**src/rtl/float_mac_seq_if.sv**
```systemverilog
// Operand/result stream bundle for the dot-product sequencer.
// master = operand source + result consumer, slave = the sequencer.
interface float_mac_seq_if #(
  parameter int LEN_W = 8
);
  logic             start;
  logic [LEN_W-1:0] len;
  logic             in_valid;
  logic             in_ready;
  logic [31:0]      a;
  logic [31:0]      b;
  logic             out_valid;
  logic             out_ready;
  logic [31:0]      result;
  logic             busy;

  modport master (
    output start, len, in_valid, a, b, out_ready,
    input  in_ready, out_valid, result, busy
  );

  modport slave (
    input  start, len, in_valid, a, b, out_ready,
    output in_ready, out_valid, result, busy
  );
endinterface

```
**src/rtl/float_mac_seq.sv**
```systemverilog
// Single-precision dot-product sequencer with its combinational binary32
// multiplier and adder. Subnormal inputs are read as zero and results that
// fall below the normal range are returned as signed zero; rounding is
// round-to-nearest-even.

module float_mul_gc (
  input  logic [31:0] i_a,
  input  logic [31:0] i_b,
  output logic [31:0] o_p
);
  logic               w_sign;
  logic               w_a_zero, w_b_zero, w_a_inf, w_b_inf, w_a_nan, w_b_nan;
  logic [47:0]        w_prod;
  logic signed [9:0]  w_exp;
  logic signed [9:0]  w_ef;
  logic [22:0]        w_mant;
  logic               w_g, w_st, w_inc;
  logic [32:0]        w_rnd;

  assign w_sign   = i_a[31] ^ i_b[31];
  assign w_a_zero = (i_a[30:23] == 8'd0);
  assign w_b_zero = (i_b[30:23] == 8'd0);
  assign w_a_inf  = (i_a[30:23] == 8'hff) && (i_a[22:0] == 23'd0);
  assign w_b_inf  = (i_b[30:23] == 8'hff) && (i_b[22:0] == 23'd0);
  assign w_a_nan  = (i_a[30:23] == 8'hff) && (i_a[22:0] != 23'd0);
  assign w_b_nan  = (i_b[30:23] == 8'hff) && (i_b[22:0] != 23'd0);
  assign w_prod   = 48'({1'b1, i_a[22:0]}) * 48'({1'b1, i_b[22:0]});

  // Normalise the 48-bit significand product, round, then pick special cases.
  always_comb begin
    w_exp = $signed(10'(i_a[30:23])) + $signed(10'(i_b[30:23])) - 10'sd127
            + (w_prod[47] ? 10'sd1 : 10'sd0);
    if (w_prod[47]) begin
      w_mant = w_prod[46:24];
      w_g    = w_prod[23];
      w_st   = |w_prod[22:0];
    end else begin
      w_mant = w_prod[45:23];
      w_g    = w_prod[22];
      w_st   = |w_prod[21:0];
    end
    w_inc = w_g & (w_st | w_mant[0]);
    // A mantissa carry ripples straight into the exponent field.
    w_rnd = {w_exp, w_mant} + 33'(w_inc);
    w_ef  = w_rnd[32:23];
    if (w_a_nan || w_b_nan || (w_a_inf && w_b_zero) || (w_b_inf && w_a_zero))
      o_p = 32'h7fc00000;
    else if (w_a_inf || w_b_inf)
      o_p = {w_sign, 8'hff, 23'd0};
    else if (w_a_zero || w_b_zero)
      o_p = {w_sign, 31'd0};
    else if (w_ef >= 10'sd255)
      o_p = {w_sign, 8'hff, 23'd0};
    else if (w_ef <= 10'sd0)
      o_p = {w_sign, 31'd0};
    else
      o_p = {w_sign, w_ef[7:0], w_rnd[22:0]};
  end
endmodule

module float_add_gc (
  input  logic [31:0] i_a,
  input  logic [31:0] i_b,
  output logic [31:0] o_s
);
  logic               w_a_zero, w_b_zero, w_a_inf, w_b_inf, w_a_nan, w_b_nan;
  logic [31:0]        w_x, w_y;
  logic [7:0]         w_d;
  logic [49:0]        w_wx, w_wy, w_sum;
  logic [48:0]        w_norm;
  logic [5:0]         w_lz;
  logic               w_found;
  logic signed [9:0]  w_exp;
  logic signed [9:0]  w_ef;
  logic               w_g, w_st, w_inc;
  logic [32:0]        w_rnd;

  assign w_a_zero = (i_a[30:23] == 8'd0);
  assign w_b_zero = (i_b[30:23] == 8'd0);
  assign w_a_inf  = (i_a[30:23] == 8'hff) && (i_a[22:0] == 23'd0);
  assign w_b_inf  = (i_b[30:23] == 8'hff) && (i_b[22:0] == 23'd0);
  assign w_a_nan  = (i_a[30:23] == 8'hff) && (i_a[22:0] != 23'd0);
  assign w_b_nan  = (i_b[30:23] == 8'hff) && (i_b[22:0] != 23'd0);

  // Align the smaller magnitude, add/subtract exactly, normalise and round.
  always_comb begin
    w_x = (i_a[30:0] >= i_b[30:0]) ? i_a : i_b;
    w_y = (i_a[30:0] >= i_b[30:0]) ? i_b : i_a;
    w_d = w_x[30:23] - w_y[30:23];
    w_wx = {1'b0, 1'b1, w_x[22:0], 25'd0};
    // Beyond 25 places the smaller operand is under a quarter ulp of the
    // larger, so a lone sticky bit rounds identically to the exact value.
    w_wy = (w_d > 8'd25) ? 50'd1 : ({1'b0, 1'b1, w_y[22:0], 25'd0} >> w_d);
    w_sum = (w_x[31] ^ w_y[31]) ? (w_wx - w_wy) : (w_wx + w_wy);
    w_lz = 6'd0;
    w_found = 1'b0;
    for (int i = 49; i >= 0; i--) begin
      if (!w_found && w_sum[i]) begin
        w_lz = 6'(49 - i);
        w_found = 1'b1;
      end
    end
    w_norm = 49'(w_sum << w_lz);
    w_exp  = $signed(10'(w_x[30:23])) + 10'sd1 - $signed(10'(w_lz));
    w_g    = w_norm[25];
    w_st   = |w_norm[24:0];
    w_inc  = w_g & (w_st | w_norm[26]);
    w_rnd  = {w_exp, w_norm[48:26]} + 33'(w_inc);
    w_ef   = w_rnd[32:23];
    if (w_a_nan || w_b_nan || (w_a_inf && w_b_inf && (i_a[31] != i_b[31])))
      o_s = 32'h7fc00000;
    else if (w_a_inf)
      o_s = i_a;
    else if (w_b_inf)
      o_s = i_b;
    else if (w_a_zero && w_b_zero)
      o_s = {i_a[31] & i_b[31], 31'd0};
    else if (w_a_zero)
      o_s = i_b;
    else if (w_b_zero)
      o_s = i_a;
    else if (w_sum == 50'd0)
      o_s = 32'h0;
    else if (w_ef >= 10'sd255)
      o_s = {w_x[31], 8'hff, 23'd0};
    else if (w_ef <= 10'sd0)
      o_s = {w_x[31], 31'd0};
    else
      o_s = {w_x[31], w_ef[7:0], w_rnd[22:0]};
  end
endmodule

// state | meaning
// IDLE  | waiting for start; len captured and accumulator cleared on start
// RUN   | accepting operand pairs, one per cycle when in_valid is high
// DRAIN | last product still in flight; fold it into the accumulator
// DONE  | result presented until the consumer takes it
module float_mac_seq #(
  parameter int LEN_W = 8
) (
  input  logic              clk,
  input  logic              rst_n,
  float_mac_seq_if.slave    bus
);
  typedef enum logic [1:0] {S_IDLE, S_RUN, S_DRAIN, S_DONE} state_t;

  state_t           r_state, w_next;
  logic [LEN_W-1:0] r_count, r_len;
  logic [31:0]      r_acc, r_prod;
  logic             r_prod_v;
  logic             w_accept, w_last;
  logic             w_in_ready, w_out_valid, w_busy;
  logic [31:0]      w_prod, w_sum;

  float_mul_gc u_mul (.i_a(bus.a), .i_b(bus.b), .o_p(w_prod));
  float_add_gc u_add (.i_a(r_acc), .i_b(r_prod), .o_s(w_sum));

  assign bus.in_ready  = w_in_ready;
  assign bus.out_valid = w_out_valid;
  assign bus.busy      = w_busy;
  assign bus.result    = r_acc;

  // State register.
  always_ff @(posedge clk) begin
    if (!rst_n) r_state <= S_IDLE;
    else        r_state <= w_next;
  end

  // Next-state and handshake outputs, all decoded from the current state.
  always_comb begin
    w_next      = r_state;
    w_in_ready  = 1'b0;
    w_out_valid = 1'b0;
    w_busy      = (r_state != S_IDLE);
    w_accept    = 1'b0;
    w_last      = 1'b0;
    case (r_state)
      S_IDLE: begin
        if (bus.start) w_next = (bus.len != '0) ? S_RUN : S_DONE;
      end
      S_RUN: begin
        w_in_ready = 1'b1;
        w_accept   = bus.in_valid;
        w_last     = (r_count == r_len - 1'b1);
        if (w_accept && w_last) w_next = S_DRAIN;
      end
      S_DRAIN: w_next = S_DONE;
      S_DONE: begin
        w_out_valid = 1'b1;
        if (bus.out_ready) w_next = S_IDLE;
      end
      default: w_next = S_IDLE;
    endcase
  end

  // Element counter, product pipeline register and accumulator.
  always_ff @(posedge clk) begin
    if (!rst_n) begin
      r_count  <= '0;
      r_len    <= '0;
      r_acc    <= 32'h0;
      r_prod   <= 32'h0;
      r_prod_v <= 1'b0;
    end else begin
      case (r_state)
        S_IDLE: begin
          if (bus.start) begin
            r_len    <= bus.len;
            r_count  <= '0;
            r_acc    <= 32'h0;
            r_prod_v <= 1'b0;
          end
        end
        S_RUN: begin
          if (r_prod_v) r_acc <= w_sum;
          if (w_accept) begin
            r_prod   <= w_prod;
            r_prod_v <= 1'b1;
            r_count  <= r_count + 1'b1;
          end else begin
            r_prod_v <= 1'b0;
          end
        end
        S_DRAIN: begin
          if (r_prod_v) r_acc <= w_sum;
          r_prod_v <= 1'b0;
        end
        default: ;
      endcase
    end
  end
endmodule
```
**src/flat_wrapper.sv**
```systemverilog
// flat-port wrapper written by rule: the top's interface ports become plain ports
module float_mac_seq_flat 
#(
  parameter int LEN_W = 8
)
  (clk, rst_n, bus_start, bus_len, bus_in_valid, bus_a, bus_b, bus_out_ready, bus_in_ready, bus_out_valid, bus_result, bus_busy);
  float_mac_seq_if #(.LEN_W(LEN_W)) bus_i ();
  input  logic clk;
  input  logic rst_n;
  input wire logic [$bits(bus_i.start)-1:0] bus_start;
  input wire logic [$bits(bus_i.len)-1:0] bus_len;
  input wire logic [$bits(bus_i.in_valid)-1:0] bus_in_valid;
  input wire logic [$bits(bus_i.a)-1:0] bus_a;
  input wire logic [$bits(bus_i.b)-1:0] bus_b;
  input wire logic [$bits(bus_i.out_ready)-1:0] bus_out_ready;
  output wire logic [$bits(bus_i.in_ready)-1:0] bus_in_ready;
  output wire logic [$bits(bus_i.out_valid)-1:0] bus_out_valid;
  output wire logic [$bits(bus_i.result)-1:0] bus_result;
  output wire logic [$bits(bus_i.busy)-1:0] bus_busy;
  assign bus_i.start = bus_start;
  assign bus_i.len = bus_len;
  assign bus_i.in_valid = bus_in_valid;
  assign bus_i.a = bus_a;
  assign bus_i.b = bus_b;
  assign bus_i.out_ready = bus_out_ready;
  assign bus_in_ready = bus_i.in_ready;
  assign bus_out_valid = bus_i.out_valid;
  assign bus_result = bus_i.result;
  assign bus_busy = bus_i.busy;
  float_mac_seq #(.LEN_W(LEN_W)) u_core (.clk(clk), .rst_n(rst_n), .bus(bus_i));
endmodule
```
**config.mk**
```make
export PLATFORM = sky130hd
export DESIGN_NAME = float_mac_seq_flat
export DESIGN_NICKNAME = d
export VERILOG_FILES = /design/src/rtl/float_mac_seq_if.sv /design/src/rtl/float_mac_seq.sv /design/src/flat_wrapper.sv
export SDC_FILE = /design/constraint.sdc
export NUM_CORES = 2
export LEC_CHECK = 0
export CORE_MARGIN = 10
export CORE_UTILIZATION = 30
export DETAILED_ROUTE_END_ITERATION = 10
export PLACE_DENSITY_LB_ADDON = 0.15
export SYNTH_ARGS = -nofsm -noshare
export SYNTH_HDL_FRONTEND = slang
export SYNTH_SLANG_ARGS = --single-unit
```
**constraint.sdc**
```tcl
create_clock -name clk -period 23 [get_ports clk]
set_input_delay 6.9 -clock clk [delete_from_list [all_inputs] [get_ports clk]]
set_output_delay 6.9 -clock clk [all_outputs]
set_load 0.05 [all_outputs]
```
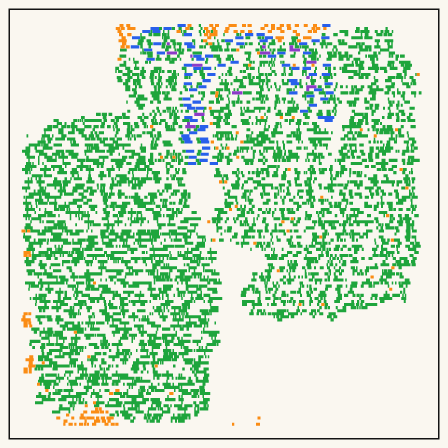
(images/cell_classes.png)
[purple] clock drivers and dummy loads | cells: 16
[green] all other logic | cells: 4672
[blue] flip-flops | cells: 83
[orange] other buffers and delay cells | cells: 192
final design instance area without fill: 41800 um^2
FP Rows: 131
sequential cell area share: 3.98%
share of the core filled with cells in the final layout: 32.6%

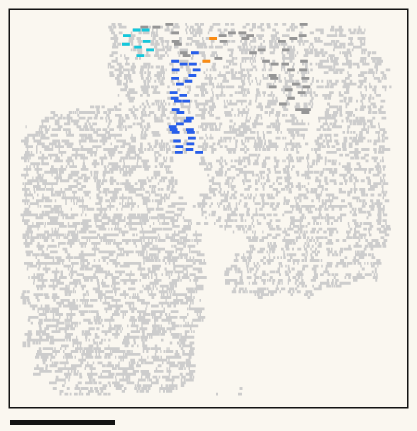
(images/registers.png)
The bar under the picture is 100 um long. Other sequential cells in the stronger grey, the rest of the logic in the fainter grey.
[orange] u_core.r_state | flops: 2
[cyan] u_core.r_count | flops: 8
[blue] u_core.r_prod | flops: 32 | where: top middle
not coloured: 41
Sequential cell area: 1660 um^2

==> notes.md <==
Implementation numbers.

- The mapped cell area is 38800 um^2.
- The portion of the clock cycle consumed by the worst path in the final layout is 89.4%.
- The transition time of the tightest slew-check pin is 1.36 ns.
- In this run the top signal layer used is met4.
- After layout, the buffer instance count without clock buffers stands at 192.
- For the worst-skew pair, the clock arrives at the later sink with an insertion delay of 0.36 ns.
- The max capacitance violation total is 0.
- For this run, combinational gates with multiple inputs come to 3983.
- The run finished with clean final reports.
- The fraction of area in multi-input gates is 80.0%.
- Counting I/O delays and the setup requirement, the final critical path takes 20.57 ns.
- For reference, the critical path is captured by u_core.r_prod[1]$_SDFFE_PN0P_.
- The final clock skew is 0.00658 ns.
- The inverter count is 689.
- The tree is rooted in a sky130_fd_sc_hd__clkbuf_16.
- The worst setup path is launched from an input port.
- After Yosys synthesis, full adders, half adders and majority gates account for 34.6% of the synthesized area.
- The number of stages on the worst hold path is 2.
- In the log, the iteration count for the first detailed-route pass is 6.
- The final timing report lists a hold violation count of 0.
- The source of the worst register-to-register timing path is u_core.r_prod[28]$_SDFFE_PN0P_.
- The data required time of the critical path is 23.25 ns.
- On the worst setup and hold paths after CTS, the clock-pin slew comes to 0.06 ns.
- After synthesis, the mean cell area works out to 7.71 um^2.
- The timing report gives the biggest stage delay along the critical path as 1.26 ns.
- The commonest register cell after synthesis is sky130_fd_sc_hd__dfxtp_1.
- Looking at hold timing, the worst path starts from u_core.r_prod_v$_SDFFE_PN0P_.
- The relative max-transition margin is 9.33%.
- In this run, distinct cell masters in the synthesized netlist total 127.
- Summing over the stages, the warning tally comes to 58.
- Looking at the hold checks, the worst path lands on u_core.r_prod_v$_SDFFE_PN0P_.
- Per the OpenROAD floorplan log, the height of the die is 380 um.
- TritonRoute output was used to compute an average wire per cell of 22.8 um.
- Setup total negative slack on the finished layout was measured at 0 ns.
- For this run, global-route usage on met1 was measured as 27.6%.
-- cells in the mapped netlist (55+ instances only) --
cell	n	area share [%]
sky130_fd_sc_hd__inv_1	684	6.6
sky130_fd_sc_hd__nand2_1	635	6.1
sky130_fd_sc_hd__fa_1	485	25
sky130_fd_sc_hd__ha_1	295	9.5
sky130_fd_sc_hd__and2_1	261	4.2
sky130_fd_sc_hd__nor2_1	254	2.5
sky130_fd_sc_hd__a21oi_1	227	2.9
sky130_fd_sc_hd__clkbuf_1	211	2.0
sky130_fd_sc_hd__o21ai_0	210	2.7
sky130_fd_sc_hd__nand3_1	147	1.9
sky130_fd_sc_hd__mux2i_1	113	2.9
sky130_fd_sc_hd__xnor2_1	109	2.5
sky130_fd_sc_hd__nor3_1	102	1.3
sky130_fd_sc_hd__dfxtp_1	83	4.3
sky130_fd_sc_hd__nand4_1	69	1.1
sky130_fd_sc_hd__nor4_1	55	0.89
-- cell families after synthesis --
logic type,count (synthesis)
XOR/XNOR,164
multiplexers,176
AND/OR/NAND/NOR,1759
buffers and inverters,963
AND-OR/OR-AND,1104
adder cells (fa/ha/maj),780
flip-flops,83
-- through the flow --
step	cell area (um^2)	std cells	hold slack, ns	setup slack (ns)
global route	41800	6692	0.528	1.25
global placement	41500	6676	0.466	2.25
floorplan	38800	5029	0.454	4.50
CTS	41800	6692	0.499	2.45
detailed placement	41500	6676	0.487	2.12
finish	41800	6692	0.497	2.43
-- critical path: cells and delay by family --
family / cells / cell delay (ns)
compound gates: 19 / 4.37
xor+xnor: 1 / 0.20
fa+ha+maj: 9 / 3.32
buf+inv: 10 / 2.09
mux: 1 / 0.24
simple gates: 14 / 3.65
